$ cat src/rtl/seq_pkg.sv
// Shared definitions for the voice step sequencer.
// Pattern entry layout: {rest[17], tie[16], freq[15:0]}.
package seq_pkg;

    localparam int unsigned ENTRY_W  = 18;
    localparam int unsigned FREQ_LSB = 0;
    localparam int unsigned FREQ_MSB = 15;
    localparam int unsigned TIE_BIT  = 16;
    localparam int unsigned REST_BIT = 17;

    typedef enum logic {
        S_IDLE,
        S_PLAY
    } state_e;

endpackage

$ cat src/rtl/seq_step_timer.sv
// Step timer for voice_sequencer: counts clk cycles within a step.
// Ports:
//   clk_i        voice clock
//   rst_i        synchronous reset, active-high
//   clear_i      force the count back to 0 (held while not playing)
//   en_i         count enable
//   gate_off_o   strobe while count == GATE_DIV-1
//   step_end_o   strobe while count == TICK_DIV-1 (count wraps to 0 next cycle)
module seq_step_timer #(
    parameter int unsigned TICK_DIV = 100000,
    parameter int unsigned GATE_DIV = 75000
) (
    input  logic clk_i,
    input  logic rst_i,
    input  logic clear_i,
    input  logic en_i,
    output logic gate_off_o,
    output logic step_end_o
);

    localparam int unsigned CW = $clog2(TICK_DIV);
    localparam logic [CW-1:0] TICK_LAST = CW'(TICK_DIV - 1);
    localparam logic [CW-1:0] GATE_LAST = CW'(GATE_DIV - 1);

    logic [CW-1:0] cnt_q, cnt_d;

    always_comb begin
        cnt_d = cnt_q;
        if (clear_i) begin
            cnt_d = '0;
        end else if (en_i) begin
            cnt_d = (cnt_q == TICK_LAST) ? '0 : cnt_q + 1'b1;
        end
    end

    always_ff @(posedge clk_i) begin
        if (rst_i) begin
            cnt_q <= '0;
        end else begin
            cnt_q <= cnt_d;
        end
    end

    assign gate_off_o = en_i && (cnt_q == GATE_LAST);
    assign step_end_o = en_i && (cnt_q == TICK_LAST);

endmodule

$ cat src/rtl/voice_sequencer.sv
// Step sequencer driving one voice's tone_freq and gate from a writable pattern memory.
// Optional feature: define SEQ_TIE_EN to honour the per-entry tie bit (gate held
// through the gate-off point into the next step). Without it the tie bit is stored only.
// Ports:
//   clk_i, rst_i         voice clock, synchronous active-high reset
//   run_i                level: 1 = play, 0 = stop
//   last_step_i          index of the final step before wrapping to 0
//   wr_en_i/addr/data    pattern write port {rest, tie, freq}
//   tone_freq_o, gate_o  to the voice
//   step_o               step now playing
//   step_pulse_o         1-cycle strobe on each step advance
//   busy_o               1 while playing
module voice_sequencer
    import seq_pkg::*;
#(
    parameter int unsigned STEPS    = 16,
    parameter int unsigned TICK_DIV = 100000,
    parameter int unsigned GATE_DIV = 75000,
    localparam int unsigned AW      = $clog2(STEPS)
) (
    input  logic               clk_i,
    input  logic               rst_i,
    input  logic               run_i,
    input  logic [AW-1:0]      last_step_i,
    input  logic               wr_en_i,
    input  logic [AW-1:0]      wr_addr_i,
    input  logic [ENTRY_W-1:0] wr_data_i,
    output logic [15:0]        tone_freq_o,
    output logic               gate_o,
    output logic [AW-1:0]      step_o,
    output logic               step_pulse_o,
    output logic               busy_o
);

    logic [ENTRY_W-1:0] mem_q [STEPS];

    state_e        state_q, state_d;
    logic [15:0]   tone_q, tone_d;
    logic          gate_q, gate_d;
    logic [AW-1:0] step_q, step_d;
    logic          pulse_q, pulse_d;
    logic          tie_q, tie_d;

    logic          gate_off, step_end, tie_hold;
    logic [AW-1:0] nxt_step;
    logic [ENTRY_W-1:0] rd_entry;

    // Writes land at the clock edge, so a same-cycle read sees the old entry.
    always_ff @(posedge clk_i) begin
        if (wr_en_i) begin
            mem_q[wr_addr_i] <= wr_data_i;
        end
    end

    seq_step_timer #(
        .TICK_DIV (TICK_DIV),
        .GATE_DIV (GATE_DIV)
    ) u_timer (
        .clk_i      (clk_i),
        .rst_i      (rst_i),
        .clear_i    ((state_q != S_PLAY) || !run_i),
        .en_i       (state_q == S_PLAY),
        .gate_off_o (gate_off),
        .step_end_o (step_end)
    );

    // >= so that lowering last_step below the playing step wraps at this step's end.
    assign nxt_step = (step_q >= last_step_i) ? '0 : step_q + 1'b1;
    assign rd_entry = (state_q == S_IDLE) ? mem_q[0] : mem_q[nxt_step];

`ifdef SEQ_TIE_EN
    assign tie_hold = tie_q;
`else
    logic unused_tie;
    assign tie_hold   = 1'b0;
    assign unused_tie = tie_q;
`endif

    always_comb begin
        state_d = state_q;
        tone_d  = tone_q;
        gate_d  = gate_q;
        step_d  = step_q;
        pulse_d = 1'b0;
        tie_d   = tie_q;
        unique case (state_q)
            S_IDLE: begin
                if (run_i) begin
                    state_d = S_PLAY;
                    step_d  = '0;
                    tone_d  = rd_entry[FREQ_MSB:FREQ_LSB];
                    gate_d  = ~rd_entry[REST_BIT];
                    tie_d   = rd_entry[TIE_BIT];
                end
            end
            S_PLAY: begin
                if (!run_i) begin
                    // tone_freq is kept so the voice release keeps its pitch.
                    state_d = S_IDLE;
                    gate_d  = 1'b0;
                    step_d  = '0;
                end else if (step_end) begin
                    step_d  = nxt_step;
                    pulse_d = 1'b1;
                    tone_d  = rd_entry[FREQ_MSB:FREQ_LSB];
                    gate_d  = ~rd_entry[REST_BIT];
                    tie_d   = rd_entry[TIE_BIT];
                end else if (gate_off && !tie_hold) begin
                    gate_d = 1'b0;
                end
            end
            default: state_d = S_IDLE;
        endcase
    end

    always_ff @(posedge clk_i) begin
        if (rst_i) begin
            state_q <= S_IDLE;
            tone_q  <= '0;
            gate_q  <= 1'b0;
            step_q  <= '0;
            pulse_q <= 1'b0;
            tie_q   <= 1'b0;
        end else begin
            state_q <= state_d;
            tone_q  <= tone_d;
            gate_q  <= gate_d;
            step_q  <= step_d;
            pulse_q <= pulse_d;
            tie_q   <= tie_d;
        end
    end

    assign tone_freq_o  = tone_q;
    assign gate_o       = gate_q;
    assign step_o       = step_q;
    assign step_pulse_o = pulse_q;
    assign busy_o       = (state_q == S_PLAY);

endmodule
$ cat config.mk
export PLATFORM = sky130hd
export DESIGN_NAME = voice_sequencer
export DESIGN_NICKNAME = d
export VERILOG_FILES = /design/src/rtl/seq_pkg.sv /design/src/rtl/seq_step_timer.sv /design/src/rtl/voice_sequencer.sv
export SDC_FILE = /design/constraint.sdc
export NUM_CORES = 1
export LEC_CHECK = 0
export ABC_AREA = 1
export CORE_UTILIZATION = 45
export CTS_BUF_LIST = sky130_fd_sc_hd__clkbuf_4 sky130_fd_sc_hd__clkbuf_8
export DETAILED_ROUTE_END_ITERATION = 10
export GPL_TIMING_DRIVEN = 0
export PLACE_DENSITY = 0.7
export SLEW_MARGIN = 5
export SYNTH_ARGS = -nofsm -noshare
export SYNTH_HDL_FRONTEND = slang
export SYNTH_SLANG_ARGS = --single-unit
$ cat constraint.sdc
create_clock -name clk_i -period 2.9 [get_ports clk_i]
set_clock_uncertainty 0.05 [all_clocks]
set_input_delay 0.58 -clock clk_i [delete_from_list [all_inputs] [get_ports clk_i]]
set_output_delay 0.58 -clock clk_i [all_outputs]
set_load 0.02 [all_outputs]
==> images/class_map.png <==
Scale bar: 50 µm.
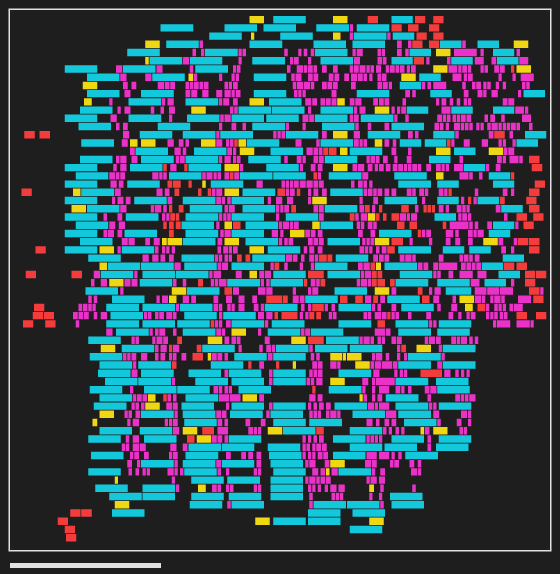
- cyan: registers (cells 312; share of their area 57%)
- red: remaining buffers and delay cells (cells 143; share of their area 6.6%)
- magenta: remaining logic cells (cells 1002; share of their area 30%)
- yellow: clock drivers and dummy loads (cells 87; share of their area 6.0%)

==> images/floorplan.png <==
Pins as bars on the die edge. Tap cells in grey.
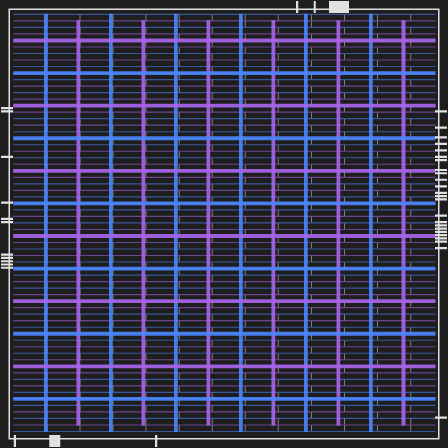
- blue: VSS
- purple: VDD
- met1 rails: 65
- rows: 64
- met4 straps: 12
- met5 straps: 12

==> images/clock_wires.png <==
Scale bar: 50 µm.
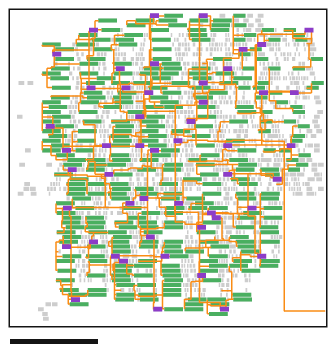
- green: flip-flops (count 312)
- purple: clock-net drivers (count 50)
- orange: clock wires (length 3870 µm)
- routed clock nets: 51
- flops lie: all over the die

==> results.toml <==
# implementation run metrics
[global_routing]
grt_max_degree = 20
grt_pass1_wl_um = 56700

[final_timing]
slew_viol_final = 0
holdWs_ns = 0.383
tns_ns = 0
setup_slack_ns = 0.0566
max_slew_margin_pct = 32.3

[floorplan]
initial_core_util_pct = 45.8

[power]
cellPowerDensity_nw_per_um2 = 559

[logic_synthesis]
ys_chip_area_um2 = 14000
ys_warn_count = 0
syn_inst = 1401
synthArstFlopShare_pct = 0
mux_share_pct = 0

[clock_tree]
cts_tree = "built"
cts.sinks = 312
clock-root-buffer = "clkbuf_8"

[detailed_routing]
first_pass_iters = 7

[worst_setup_path]
required_ns = 3.29
critical_path_buf_inv_count = 5
r2r-end = "tone_freq_o[7]"

[final_layout]
fin_nets = 1545

[placed_design]
place_ws_ns = -0.646

[status]
status = "completed"
==> images/clock_nets.png <==
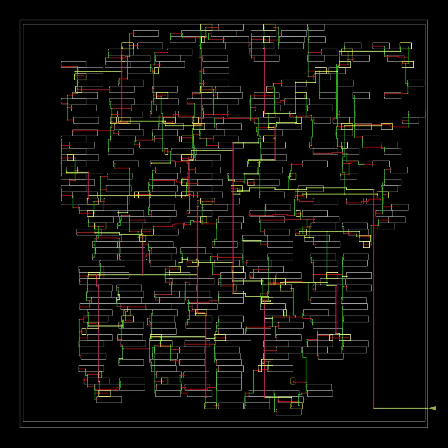
total CTS buffers: 50
Flop Count: 312
P_clk: 3.60 mW
CLK BUF: 69
clk latency late pin: 0.58 ns

==> images/gates.png <==
Scale bar: 50 µm.
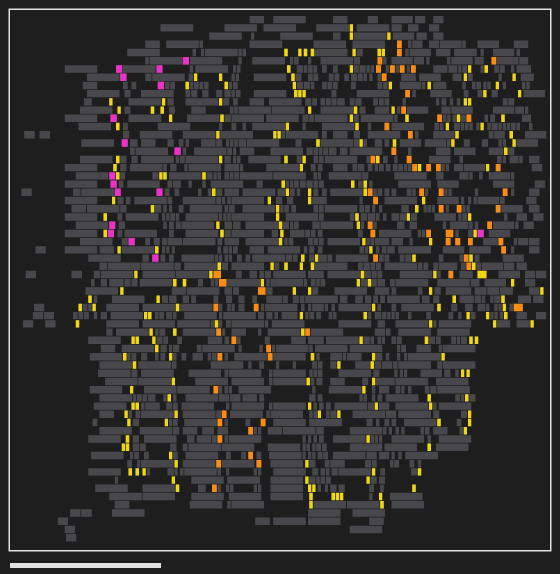
- orange: aoi and oai cells (cells 66; most used a21oi_1)
- magenta: and/or cells (cells 17; most used or2_2)
- yellow: inv cells (cells 227; most used inv_1; where all over the die)

-- worst reg2reg max path, delay by kind of cell, from the launching register on --
family	cells	cell delay, ns
AND-OR/OR-AND	1	0.06
buffers and inverters	5	0.76
adder cells (fa/ha/maj)	1	0.26
flip-flops	1	0.37
AND/OR/NAND/NOR	10	1.22
-- cells in the final DEF (no fill, tap or decap), drive strengths merged, types with 9 or more instances in the layout --
cell type and count:
dfxtp 40, nand2 185, nand3 217, or2 17, xor2 11, buf 50, nor2 139, nand4 121
nor3 9, clkbuf 112, a21oi 38, o21ai 24, clkinv 15, inv 228, edfxtp 272, clkdlybuf4s50 50
-- timing repair --
action | 4_1_cts | 5_1_grt
pin swaps | 1 | 1
gates resized | 13 | 41
setup buffers | 1 | 1
endpoints found under the setup margin | 19 | 16
cloned | 0 | 1
-- state kept, by name (all words and copies together) (netlist names) --
signal         cells
mem_q            272
tone_freq_o       16
step_pulse_o       1
step_o             4
busy_o             1
u_timer.cnt_q     17
gate_o             1
-- layout make-up --
| class | instances | area [µm²] |
|---|---|---|
| Antenna cell | 1 | 2.50 |
| Timing Repair Buffer | 56 | 576 |
| Sequential cell | 312 | 8970 |
| Inverter | 227 | 857 |
| Clock inverter | 18 | 88.8 |
| Tap cell | 396 | 495 |
| Buffer | 87 | 469 |
| Multi-Input combinational cell | 775 | 3920 |
| Clock buffer | 69 | 850 |
| Fill cell | 2693 | 14400 |
-- where the power goes --
| part | internal (mW) | switching (mW) |
|---|---|---|
| Combinational | 0.147 | 0.325 |
| Sequential | 4.98 | 0.0262 |
| Clock | 1.89 | 1.71 |
-- metal layers --
metal	wire (µm)	vias to the layer above
met4	1280	0
met2	16900	539
li1	-	4990
met5	0	-
met3	3580	72
met1	16100	4955
Power and IR drop assume default switching activity.
